==> run_1/detail.png <==
The bar under the picture is 5 um long. Window x 16 to 36, y 28 to 48 um. Cells in gray, sequential cells in the stronger gray; small squares are vias.
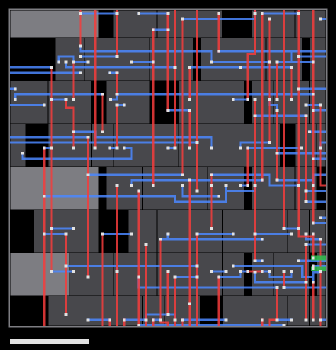
==> run_1/logic_types.png <==
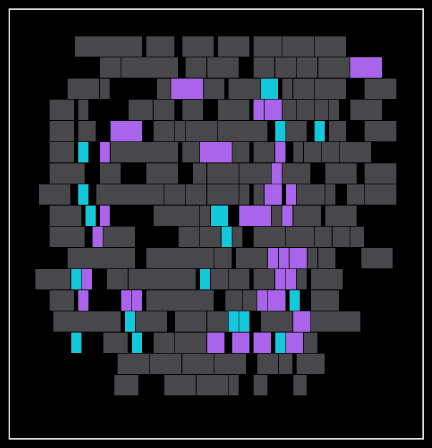
==> run_1/clocks.png <==
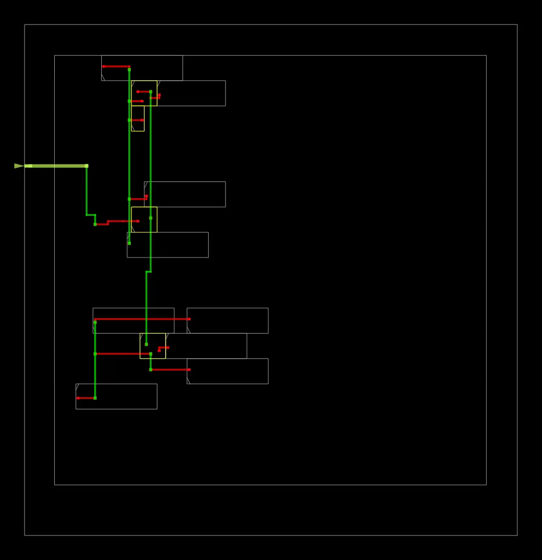
===== config.mk =====
export PLATFORM = sky130hd
export DESIGN_NAME = instruction_decoder
export DESIGN_NICKNAME = d
export VERILOG_FILES = /design/src/rtl/instruction_decoder.sv
export SDC_FILE = /design/constraint.sdc
export NUM_CORES = 1
export LEC_CHECK = 0
export ABC_AREA = 1
export ABC_CLOCK_PERIOD_IN_PS = 900
export CAP_MARGIN = 25
export CORE_AREA = 3 3 50 52
export DETAILED_ROUTE_END_ITERATION = 6
export DIE_AREA = 0 0 53 55
export GPL_ROUTABILITY_DRIVEN = 0
export HOLD_SLACK_MARGIN = 0.03
export PLACE_DENSITY = 0.71
export RECOVER_POWER = 100
export SETUP_SLACK_MARGIN = 0.4
export SLEW_MARGIN = 20
export SYNTH_ARGS = -nofsm -noshare
export SYNTH_HDL_FRONTEND = slang
export SYNTH_SLANG_ARGS = --single-unit

===== constraint.sdc =====
create_clock -name clk -period 0.9 [get_ports clk]
set_clock_uncertainty 0.05 [all_clocks]
set_input_delay 0.09 -clock clk [delete_from_list [all_inputs] [get_ports clk]]
set_output_delay 0.09 -clock clk [all_outputs]
set_load 0.01 [all_outputs]

===== src/rtl/instruction_decoder.sv =====
// instruction_decoder: IR register, combinational decode, zero flag; INSTR_CNT_EN adds a saturating retired-instruction counter
module instruction_decoder (
  input  logic       clk,
  input  logic       sync_reset,
  input  logic [7:0] pm_data,
  input  logic       alu_zero,
  output logic [7:0] ir,
  output logic       jmp,
  output logic       jmp_nz,
  output logic [3:0] jmp_addr,
  output logic       dont_jmp,
  output logic [7:0] reg_en,
  output logic [3:0] source_sel,
  output logic [2:0] alu_func,
  output logic       x_sel,
  output logic       y_sel
`ifdef INSTR_CNT_EN
  ,
  output logic [15:0] instr_count
`endif
);
  logic is_load, is_move, is_alu, is_nop;
  always_comb begin
    is_load    = ~ir[7];
    is_move    = ir[7:6] == 2'b10;
    is_alu     = ir[7:5] == 3'b110;
    is_nop     = is_move && (ir[5:3] == ir[2:0]);
    jmp        = ir[7:4] == 4'he;
    jmp_nz     = ir[7:4] == 4'hf;
    jmp_addr   = (ir[7:5] == 3'b111) ? ir[3:0] : 4'h0;
    reg_en     = is_load ? (8'h01 << ir[6:4]) :
                 (is_move && !is_nop) ? (8'h01 << ir[5:3]) :
                 is_alu ? 8'h10 : 8'h00;
    source_sel = is_load ? 4'd8 : is_move ? {1'b0, ir[2:0]} : 4'd0;
    alu_func   = ir[2:0];
    x_sel      = ir[4];
    y_sel      = ir[3];
  end
  always_ff @(posedge clk) begin
    if (sync_reset) begin
      ir       <= 8'h80;
      dont_jmp <= 1'b0;
    end else begin
      ir <= pm_data;
      if (is_alu) dont_jmp <= alu_zero;
    end
  end
`ifdef INSTR_CNT_EN
  always_ff @(posedge clk) begin
    if (sync_reset) instr_count <= 16'h0000;
    else if (!is_nop && instr_count != 16'hffff) instr_count <= instr_count + 16'h0001;
  end
`endif
endmodule


==> summary.txt, run 1 <==
impl run done, here's what came out: maximum number of pins on one net before global-route repair=9, #FFs+latches synth=9, final setup violation count=32, worst reg2reg path depth=6, Unique cell types=17, Critical Path Fanout Max=8, Pins Over Slew Limit=0, Layout area overhead=146%, worst endpoint data arrival time=1.32 ns, chip height=55 um, main area contributors=dfxtp_1, nor2_1, nand2_1, area post-placement=1290 um^2, DP HPWL=1660 um, Hold Worst Slack=0.0157 ns, setup TNS=-9.43 ns, violated checks=setup timing, crit path launch=ir[3], Post-Synthesis Cells=109, buffers inserted by post-CTS timing repair=10, R2R setup slack=-0.23 ns, ant diodes=0, P_seq=0.000444 W, FP Util=0.291, Placed Cells incl. Taps=192, grt ovf=0, Seq/Total Area, Yosys=0.289, worst-path cell chain=inv_4 > nand2_2 > nand2_2 > nor2_4 > nand2_4 > nand3_2 > nand2_2 > buf_6, Comb pwr share=0.433, post-cts gate resize count=188, initial antenna violation count=0, IO buf count=42, # Cells Yosys=109, slowest stage delay, CP=0.37 ns, Detail Route Antenna Nets=0, CTS max path bufs=2, post-route minimum period=1.46 ns, total net switching power=0.000419 W, largest power group=combinational cells, DR vias/cell=4.47, synthesized net count=120, CTS Sinks=9, GRT Total Usage=0.175, Layout Cells excl Fill=208, post-layout worst setup margin=-0.555 ns, status=finished with violations, RSZ-0062 raised after global routing=yes, max cap viols=0, count of tool warnings=30, clk slew on worst S/H paths=0.06 ns, slowest CP cell=dfxtp_4, Critical Path Start Type=flip-flop, worst r2r dst=dont_jmp, WL final=2500 um, Std-Cell Rows=17, cell area after synthesis=624 um^2, VDD IR max=0.000787 V, Worst setup endpoint=reg_en[2], Design Power=0.00130 W, critical setup path kind=flip-flop to output port, DRC errors left=0, Crit. End Element=output port, Sw Ratio=0.321, worst slew pin tran=0.334 ns, slew margin rel.=0.777, die x size=53 um, most instantiated logic cell after routing=buf_6, first-pass GRT wire length=3760 um, post-DR wirelength/cell=12.0 um, worst reg2reg startpoint=ir[5], Iter 0 DRT Violations=14, design area=1540 um^2, Cell Pwr Density=848 nW/um^2, Yosys warning total=0, layout cell share with drive strength beyond 1=0.678, clock group share of total power=0.227, H-tree depth=1, Mean Syn Cell Area=5.73 um^2, crit share post-route=1.62, maximum clock rate=687 MHz, Finished Core Util=0.716, overall chip area=2920 um^2, IO Pins=43, TritonCTS clock tree=done, nets@finish=192, TritonRoute pass-1 iters=4, via count=929, most common logic cells in the final layout=buf_6, buf_4, nor2_1, nand2_1, nand2_2, Final Hold Viols=0, number of global-route vias before repair=900, Worst path most repeated cell=nand2_2
About detail.png:
metal 1 -> blue
metal 3 -> green
metal 2 -> red
sequential cells in the window = 2
most frequent = buf_4 (10), buf_6 (7), nand2_1 (6)
cells with their middle in the window = 46
netlist names of flops here include = dont_jmp (1), ir (1)

About logic_types.png:
NOR gates -> purple  # cells 31
inverters -> cyan  # cells 17

About clocks.png:
Num CTS Buffers: 3
Power Clock: 0.000296 W
worst skew pair latency: 0.25 ns

-- run 1: flip-flops by register name (all words and copies together) (netlist names) --
| register | cells |
|---|---|
| ir | 8 |
| dont_jmp | 1 |
-- run 1: cell families (layout without fill, tap and decap cells) --
logic type             Yosys count  count (layout)  share of synthesized area
AND/OR/NAND/NOR                 71              71                      0.485
XOR/XNOR                         1               1                     0.0140
AND-OR/OR-AND                    3               3                     0.0240
buffers and inverters           25              96                      0.188
flip-flops                       9               9                      0.289
-- run 1: cell usage after synthesis --
cell	count
nor2_1	28
nand3_1	10
buf_4	6
o21ai_0	1
clkbuf_1	1
nor2_4	1
nor2_2	2
nand2_1	26
nand2_2	2
or2_2	1
inv_1	15
buf_2	1
a21oi_1	2
dfxtp_1	9
nand3b_1	1
inv_2	2
xnor2_1	1
-- run 1: worst min path at each step --
stage / startpoint / cells past startpoint / to
after floorplan: pm_data[0] / 2 / ir[0]
after CTS: pm_data[7] / 2 / ir[7]
after detailed placement: dont_jmp / 2 / dont_jmp
final: pm_data[5] / 3 / ir[5]
after global routing: pm_data[5] / 3 / ir[5]
after global placement: dont_jmp / 2 / dont_jmp
-- run 1: worst max-delay path: cells and delay by family (launching register included) --
| family | cells | cell delay (ns) |
|---|---|---|
| buf+inv | 2 | 0.16 |
| flops | 1 | 0.37 |
| simple gates | 6 | 0.53 |
-- run 1: final cells by class --
type	count	area [um^2]
Clock buffer	4	26.3
Fill cell	163	611
Inverter	17	68.8
Multi-Input combinational cell	75	488
Sequential cell	9	210
Tap cell	28	35.0
Timing Repair Buffer	75	709
-- run 1: layer usage --
metal	part of all wire	global-route usage
met5	0	0
met4	0.0068	0.102
met1	0.38	0.184
met2	0.58	0.333
met3	0.038	0.0241
==> run_1/io_placement.png <==
The bar under the picture is 20 um long. Pins as bars across the die edge, other pins in gray.
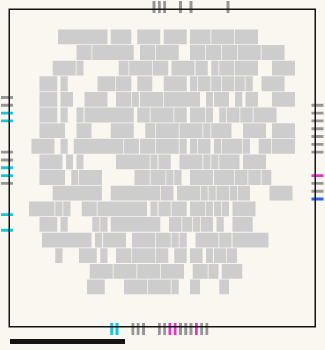

--- run 2 (diff from run 1) ---
--- a/config.mk
+++ b/config.mk
@@ -6,14 +6,14 @@
 export NUM_CORES = 1
 export LEC_CHECK = 0
 export ABC_AREA = 1
-export ABC_CLOCK_PERIOD_IN_PS = 900
+export ABC_CLOCK_PERIOD_IN_PS = 1800
 export CAP_MARGIN = 25
 export CORE_AREA = 3 3 50 52
 export DETAILED_ROUTE_END_ITERATION = 6
 export DIE_AREA = 0 0 53 55
 export GPL_ROUTABILITY_DRIVEN = 0
 export HOLD_SLACK_MARGIN = 0.03
-export PLACE_DENSITY = 0.71
+export PLACE_DENSITY = 0.68
 export RECOVER_POWER = 100
 export SETUP_SLACK_MARGIN = 0.4
 export SLEW_MARGIN = 20
==> constraint.sdc (replaced) <==
create_clock -name clk -period 1.8 [get_ports clk]
set_clock_uncertainty 0.05 [all_clocks]
set_input_delay 0.18 -clock clk [delete_from_list [all_inputs] [get_ports clk]]
set_output_delay 0.18 -clock clk [all_outputs]
set_load 0.1 [all_outputs]
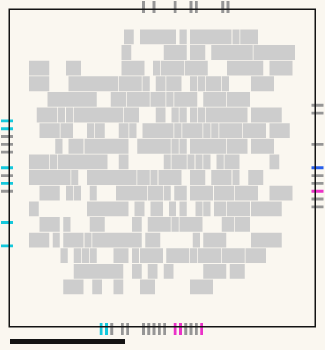
(run_2/io_placement.png)
The bar under the picture is 20 um long. Pins as bars across the die edge, other pins in gray.
pm_data -> cyan  # pins 8, direction input, edge 6 left, 2 bottom
jmp_addr -> magenta  # pins 4, direction output, edge 3 bottom, 1 right
y_sel -> blue  # pins 1, direction output, edge right
IO buf count: 42
chip height: 55 um
die x size: 53 um

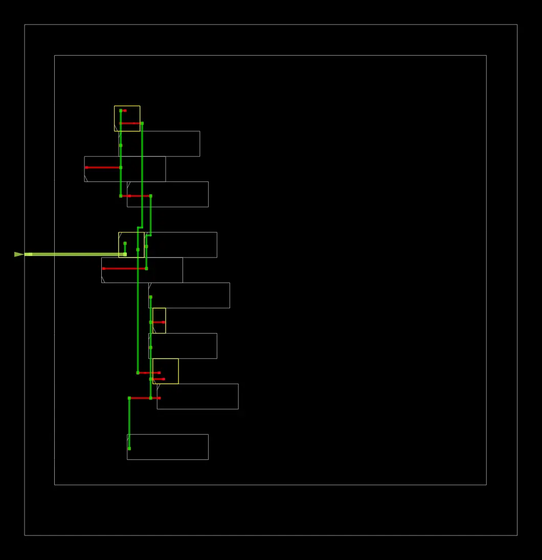
(run_2/clocks.png)
clock buffer count: 4
flip-flops: 9
Power Clock: 0.000147 W

==> summary.txt, run 2 <==
impl run done, here's what came out: sink of the worst hold path=ir[2] (was ir[5]), Num CTS Buffers=3 (unchanged), CP delay by family, top=buffers and inverters (was simple AND/OR/NAND/NOR gates), ys async rst share=0 (unchanged), via count=847 (was 929), # Cells Yosys=109 (unchanged), top cell type's share of synthesized area=0.289 (unchanged), initial antenna violation count=0 (unchanged), R2R setup slack=0.62 ns (was -0.23 ns), global route hottest layer=met2 (unchanged), met2 WL post-DR=1440 um (was 1450 um), Mean Syn Cell Area=5.73 um^2 (unchanged), DRC errors left=0 (unchanged), cell area after synthesis=624 um^2 (unchanged), Seq/Total Area, Yosys=0.289 (unchanged), layout cell share with drive strength beyond 1=0.604 (was 0.678), synthesized net count=120 (unchanged), Top Metal Used=met4 (unchanged), RSZ-0062 raised after global routing=yes (unchanged), Post-Synthesis Cells=109 (unchanged), most common logic cells in the final layout=nor2_1, nand2_1, clkbuf_2 (was buf_6, buf_4, nor2_1, nand2_1, nand2_2), Yosys top cell by instances=nor2_1 (unchanged), most flop-heavy register=ir (unchanged), Crit path required time=1.57 ns (was 0.76 ns), maximum clock rate=580 MHz, H-tree depth=1 (unchanged), worst endpoint data arrival time=1.49 ns (was 1.32 ns), routed wl met3=97 um (was 94 um), Worst path most repeated cell=nor2_4 (was nand2_2), FP Util=0.291 (unchanged), WP depth=5 (was 8), post-synth top area cell=dfxtp_1 (unchanged), final setup violation count=0 (was 32), routing usage on met2=0.393 (was 0.333), ant diodes=0 (unchanged), crit path launch=ir[7] (was ir[3]), hold path depth=3 (unchanged), DR vias/cell=4.53 (was 4.47), Iter 0 DRT Violations=15 (was 14), grt ovf=0 (unchanged), #FFs+latches synth=9 (unchanged), Pleak=0.659 nW (was 0.798 nW), met1 WL=880 um (was 943 um), clock group share of total power=0.175 (was 0.227), main area contributors=dfxtp_1, nor2_1, nand2_1 (unchanged), worst r2r dst=dont_jmp (unchanged), TritonRoute pass-1 iters=4 (unchanged), GR Layer Usage met1=0.188 (was 0.184), crit share post-route=0.958, WL final=2430 um (was 2500 um), clk slew on worst S/H paths=0.06 ns (about the same), slowest stage delay, CP=0.36 ns (was 0.37 ns), nets@finish=171 (was 192), number of global-route vias before repair=896 (was 900), Yosys warning total=0 (unchanged), cell-internal power=0.000416 W (was 0.000885 W), IO Pins=43 (unchanged), Layout area overhead=127% (was 146%), hold_buf cts=0 (unchanged), TritonCTS clock tree=done (unchanged), Largest regs=ir: 8 flops, dont_jmp: 1 flops (unchanged), Chip Area, Yosys=624 um^2 (unchanged), Final Hold Viols=0 (unchanged), worst-path cell chain=clkinvlp_4 > nor2_4 > inv_4 > nor2_4 > buf_6 (was inv_4 > nand2_2 > nand2_2 > nor2_4 > nand2_4 > nand3_2 > nand2_2 > buf_6), VDD IR max=0.000442 V (was 0.000787 V), most instantiated logic cell after routing=nor2_1 (was buf_6), critical setup path kind=flip-flop to output port (unchanged), slew margin rel.=0.632 (was 0.777), post-DR wirelength/cell=13.0 um (was 12.0 um), CTS max path bufs=2 (unchanged), Post-synth top cells=nor2_1, nand2_1, inv_1 (unchanged), Hold WC Path Type=primary input to flip-flop (unchanged), Comb pwr share=0.556 (was 0.433), total net switching power=0.000424 W (was 0.000419 W), core area=2150 um^2 (unchanged), number of enable flip-flop cells=0 (unchanged), P_seq=0.000226 W (was 0.000444 W), Unique cell types=17 (unchanged), Dominant flop cell=dfxtp_1 (unchanged), worst reg2reg path depth=5 (was 6), Pins Over Slew Limit=0 (unchanged), slowest CP cell=dfxtp_4 (unchanged), Filler Cell Count=180 (was 163), worst slew pin tran=0.554 ns (was 0.334 ns), Critical Path Fanout Max=6 (was 8), post-route minimum period=1.72 ns, Design Power=0.000839 W (was 0.00130 W), Std-Cell Rows=17 (unchanged), maximum number of pins on one net before global-route repair=11 (was 9), max cap viols=0 (unchanged), CTS Sinks=9 (unchanged), setup TNS=0 ns (was -9.43 ns), status=complete, no violations (was finished with violations), Detail Route Antenna Nets=0 (unchanged), routing usage on met3=0.0161 (was 0.0241), Crit. End Element=output port (unchanged), min-delay src=pm_data[2] (was pm_data[5]), max reg flops=8 (unchanged), worst skew pair latency=0.25 ns (about the same), Worst setup endpoint=source_sel[1] (was reg_en[2]), Root Buffer=clkbuf_4 (unchanged), largest power group=combinational cells (unchanged), part of the power in registers=0.269 (was 0.340), first-pass GRT wire length=3930 um (was 3760 um), overall chip area=2920 um^2 (unchanged), Critical Path Start Type=flip-flop (unchanged), count of tool warnings=29 (was 30), worst reg2reg startpoint=ir[7] (was ir[5]), DP HPWL=1740 um (was 1660 um), CP Buf/Inv Count=3 (was 2), GRT Total Usage=0.186 (was 0.175), Sw Ratio=0.505 (was 0.321), Cell Pwr Density=592 nW/um^2 (was 848 nW/um^2), P_comb=0.000467 W (was 0.000565 W)
==> run 2: netlist changes by cell type in the layout (fill, tap and decap cells not counted), moves of 6 or more <==
| cell | change |
|---|---|
| nand2_2 | -12 |
| nor2_4 | +6 |
| clkbuf_2 | +13 |
| clkdlybuf4s50_1 | +8 |
| buf_4 | -10 |
| nor2_2 | -8 |
| buf_6 | -32 |
| buf_2 | -7 |
| nand2_4 | +9 |
| dlygate4sd2_1 | -6 |
==> run 2: cells by family after synthesis <==
family,synth area share
buffers and inverters,0.188
flip-flops,0.289
AND/OR/NAND/NOR,0.485
XOR/XNOR,0.0140
AND-OR/OR-AND,0.0240
==> run 2: through the flow <==
stage          hold slack (ns)  instances  setup slack (ns)   util  cell area (um^2)
2_1_floorplan            0.227        109            -0.504      -               796
3_3_place_gp             0.429        172             0.338  0.647              1390
3_5_place_dp             0.460        172             0.327  0.647              1390
4_1_cts                  0.374        184             0.137  0.727              1560
5_1_grt                  0.381        187            0.0136  0.660              1420
6_report                 0.382        187            0.0758  0.660              1420
==> run 2: worst min-delay path, stage by stage <==
cell             delay, ns
clkdlybuf4s50_1       0.39
inv_1                 0.05
nor2_1                0.03
==> run 2: cell type report <==
| class | instances | area [um^2] | share of cell area |
|---|---|---|---|
| multi-input combinational | 76 | 562 | 0.396 |
| timing repair buffer | 53 | 513 | 0.362 |
| sequential | 9 | 208 | 0.146 |
| inverter | 17 | 75.1 | 0.0529 |
| tap | 28 | 35.0 | 0.0247 |
| clock buffer | 4 | 26.3 | 0.0185 |
==> run 2: repair_timing <==
action | CTS | global route
gates cloned | 1 | 0
setup buffers | 7 | 3
endpoints found under the hold margin | 0 | 0
pin swaps | 7 | 8
resized | 20 | 9
setup endpoints to repair | 16 | 17
==> run_2/metal_density.png <==
11 x 11 tiles, from white (low) to dark blue (high), scaled to the fullest tile. Values are wire area over tile area, all layers added.
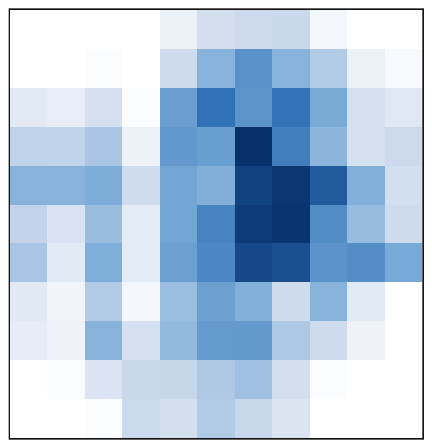

--- run 3 (diff from run 2) ---
--- a/config.mk
+++ b/config.mk
@@ -6,14 +6,13 @@
 export NUM_CORES = 1
 export LEC_CHECK = 0
 export ABC_AREA = 1
-export ABC_CLOCK_PERIOD_IN_PS = 1800
 export CAP_MARGIN = 25
 export CORE_AREA = 3 3 50 52
 export DETAILED_ROUTE_END_ITERATION = 6
 export DIE_AREA = 0 0 53 55
 export GPL_ROUTABILITY_DRIVEN = 0
 export HOLD_SLACK_MARGIN = 0.03
-export PLACE_DENSITY = 0.68
+export PLACE_DENSITY = 0.78
 export RECOVER_POWER = 100
 export SETUP_SLACK_MARGIN = 0.4
 export SLEW_MARGIN = 20
==> constraint.sdc (replaced) <==
create_clock -name clk -period 2 [get_ports clk]
set_clock_uncertainty 0.05 [all_clocks]
set_input_delay 0.2 -clock clk [delete_from_list [all_inputs] [get_ports clk]]
set_output_delay 0.2 -clock clk [all_outputs]
set_load 0.1 [all_outputs]
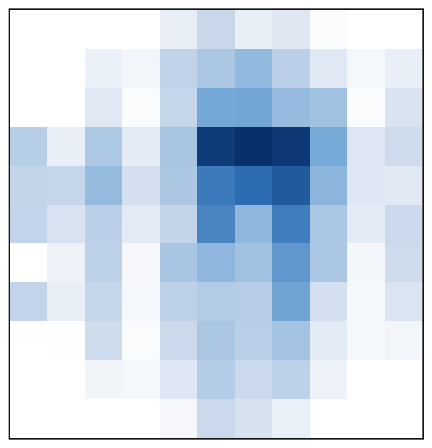
(run_3/metal_density.png)
11 x 11 tiles, from white (low) to dark blue (high), scaled to the fullest tile. Values are wire area over tile area, all layers added.
mean over tiles = 0.14
nearly empty tiles = 20%
tiles over half the peak = 9.9%
densest ninth of the die = middle

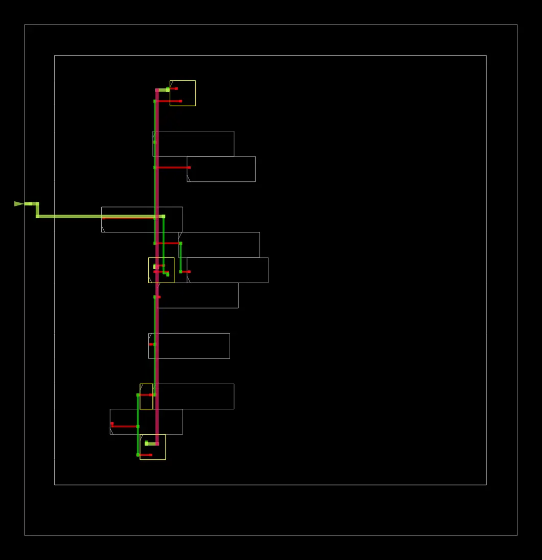
(run_3/clocks.png)
worst skew pair latency: 0.26 ns
CTS Sinks: 9
Power Clock: 0.000137 W

==> summary.txt, run 3 <==
impl run done, here's what came out: VDD IR max=0.000360 V (was 0.000442 V), GRT Total Usage=0.171 (was 0.186), Seq/Total Area, Yosys=0.289 (unchanged), via count=904 (was 847), status=complete, no violations (unchanged), dominant kind of cell=buffers (was logic gates), max reg flops=8 (unchanged), nets@finish=175 (was 171), Critical Path Start Type=flip-flop (unchanged), IO Pins=43 (unchanged), post-DR wirelength/cell=13.0 um (about the same), flip-flops=9 (unchanged), maximum clock rate=557 MHz, RSZ-0062 raised after global routing=yes (unchanged), WP depth=5 (unchanged), maximum number of pins on one net before global-route repair=10 (was 11), hold path depth=3 (unchanged), TritonRoute pass-1 iters=4 (unchanged), FP Util=0.291 (unchanged), Signal buf overhead=0.414 (was 0.362), num tapcells=28 (unchanged), Worst setup endpoint=reg_en[7] (was source_sel[1]), chip height=55 um (unchanged), core area=2150 um^2 (unchanged), Yosys top cell by instances=nor2_1 (unchanged), most common logic cells in the final layout=nor2_1, buf_12, clkbuf_2, buf_4, nand2_1 (was nor2_1, nand2_1, clkbuf_2), worst reg2reg path depth=5 (unchanged), clk slew on worst S/H paths=0.06 ns (about the same), Iter 0 DRT Violations=25 (was 15), Unique cell types=17 (unchanged), critical setup path kind=flip-flop to output port (unchanged), first-pass GRT wire length=3620 um (was 3930 um), sink of the worst hold path=ir[4] (was ir[2]), Mean Syn Cell Area=5.73 um^2 (unchanged), #MultiIn Comb=76 (unchanged), ant diodes=0 (unchanged), worst slew pin tran=0.558 ns (was 0.554 ns), #FFs+latches synth=9 (unchanged), Num CTS Buffers=3 (unchanged), Detail Route Antenna Nets=0 (unchanged), crit share post-route=0.897, DRC errors left=0 (unchanged), number of enable flip-flop cells=0 (unchanged), CP Buf/Inv Count=2 (was 3), Chip Area, Yosys=624 um^2 (unchanged), worst reg2reg startpoint=ir[7] (unchanged), nonclk inv count=17 (unchanged), worst-path cell chain=clkinvlp_4 > nor2_2 > nand3_2 > nand2_4 > buf_12 (was clkinvlp_4 > nor2_4 > inv_4 > nor2_4 > buf_6), Crit. End Element=output port (unchanged), Layout area overhead=139% (was 127%), Layout Cells excl Fill=191 (was 187), clock-cell share of area=0.0176 (was 0.0185), top cell type's share of synthesized area=0.289 (unchanged), DR vias/cell=4.73 (was 4.53), number of global-route vias before repair=823 (was 896), Comb area share=0.352 (was 0.396), final setup violation count=0 (unchanged), Yosys warning total=0 (unchanged), post-synth top area cell=dfxtp_1 (unchanged), Post-synth top cells=nor2_1, nand2_1, inv_1 (unchanged), Register Area=208 um^2 (unchanged), Filler Cell Count=152 (was 180), Placed Cells incl. Taps=171 (was 172), DP HPWL=1590 um (was 1740 um), Root Buffer=clkbuf_4 (unchanged), most instantiated logic cell after routing=nor2_1 (unchanged), total net switching power=0.000387 W (was 0.000424 W), H-tree depth=1 (unchanged), layout cell share with drive strength beyond 1=0.613 (was 0.604), # Cells Yosys=109 (unchanged), post-route minimum period=1.79 ns, R2R setup slack=0.92 ns (was 0.62 ns), Pleak=0.677 nW (was 0.659 nW), Design Power=0.000776 W (was 0.000839 W), cell area after synthesis=624 um^2 (unchanged), Comb pwr share=0.562 (was 0.556), initial antenna violation count=0 (unchanged), Std-Cell Rows=17 (unchanged), Pins Over Slew Limit=0 (unchanged), worst endpoint data arrival time=1.54 ns (was 1.49 ns), ys async rst share=0 (unchanged), max cap viols=0 (unchanged), part of the power in registers=0.262 (was 0.269), worst r2r dst=dont_jmp (unchanged), most flop-heavy register=ir (unchanged), overall chip area=2920 um^2 (unchanged), Largest regs=ir: 8 flops, dont_jmp: 1 flops (unchanged), slowest stage delay, CP=0.37 ns (was 0.36 ns), CTS max path bufs=2 (unchanged), main area contributors=dfxtp_1, nor2_1, nand2_1 (unchanged), WL final=2480 um (was 2430 um), slew margin rel.=0.630 (was 0.632), Crit path required time=1.75 ns (was 1.57 ns), Critical Path Fanout Max=5 (was 6), CP delay by family, top=simple AND/OR/NAND/NOR gates (was buffers and inverters), IO buf count=42 (unchanged), grt ovf=0 (unchanged), flop share of the area=0.139 (was 0.146), Cell Pwr Density=519 nW/um^2 (was 592 nW/um^2), Final Hold Viols=0 (unchanged), Buffers, non-clock=57 (was 53), synthesized net count=120 (unchanged), Hold Worst Slack=0.387 ns (was 0.382 ns), min-delay src=pm_data[4] (was pm_data[2]), die x size=53 um (unchanged), Hold WC Path Type=primary input to flip-flop (unchanged), Dominant flop cell=dfxtp_1 (unchanged), TritonCTS clock tree=done (unchanged), count of tool warnings=29 (unchanged), crit path launch=ir[7] (unchanged), clock group share of total power=0.176 (was 0.175), slowest CP cell=nor2_2 (was dfxtp_4), Sw Ratio=0.499 (was 0.505), cell-internal power=0.000389 W (was 0.000416 W), clock buffer count=4 (unchanged), Post-Synthesis Cells=109 (unchanged), Comb area=527 um^2 (was 562 um^2)
## run 3: cell counts after synthesis
Identical to the previous run, type by type.
## run 3: power groups by stage
stage	registers, W	clock network [W]	logic [W]
2_1_floorplan	0.000271	0	0.000226
3_3_place_gp	0.000209	0	0.000388
3_5_place_dp	0.000210	0	0.000392
4_1_cts	0.000203	0.000145	0.000435
5_1_grt	0.000204	0.000153	0.000451
6_report	0.000203	0.000137	0.000436
## run 3: cells by family (layout without fill, tap and decap cells)
group,Yosys count,after routing,synth area share
buffers and inverters,25,78,0.188
and+or+nand+nor,71,72,0.485
DFF,9,9,0.289
AOI/OAI and AO/OA,3,3,0.0240
xor gates and xnor gates,1,1,0.0140
## run 3: what timing repair did
action                     4_1_cts  5_1_grt
resized                         23       10
cloned                           1        0
setup buffers                   13        2
setup endpoints to repair       16       16
pin swaps                        3        6
hold buffers                     0        0
## run 3: stage by stage
| step | setup TNS [ns] | util | setup WS [ns] | area, um^2 |
|---|---|---|---|---|
| 6_report | 0 | 0.696 | 0.206 | 1500 |
| 5_1_grt | 0 | 0.696 | 0.156 | 1500 |
| 4_1_cts | 0 | 0.712 | 0.347 | 1530 |
| 3_5_place_dp | 0 | 0.611 | 0.496 | 1310 |
| 3_3_place_gp | 0 | 0.611 | 0.518 | 1310 |
| 2_1_floorplan | -2.21 | - | -0.324 | 781 |
## run 3: metal layers
metal  track usage  part of all wire
met3        0.0241             0.064
met4        0.0894             0.027
met1         0.170              0.35
met2         0.343              0.56
met5             0                 0
## run 3: worst register-to-register path, delay by kind of cell, from the launching register on
| family | cells | cell delay, ns |
|---|---|---|
| flip-flops | 1 | 0.35 |
| AND/OR/NAND/NOR | 3 | 0.34 |
| buffers and inverters | 1 | 0.14 |
| AND-OR/OR-AND | 1 | 0.13 |
Power figures rest on the tool's default switching activity, not on a simulated workload.
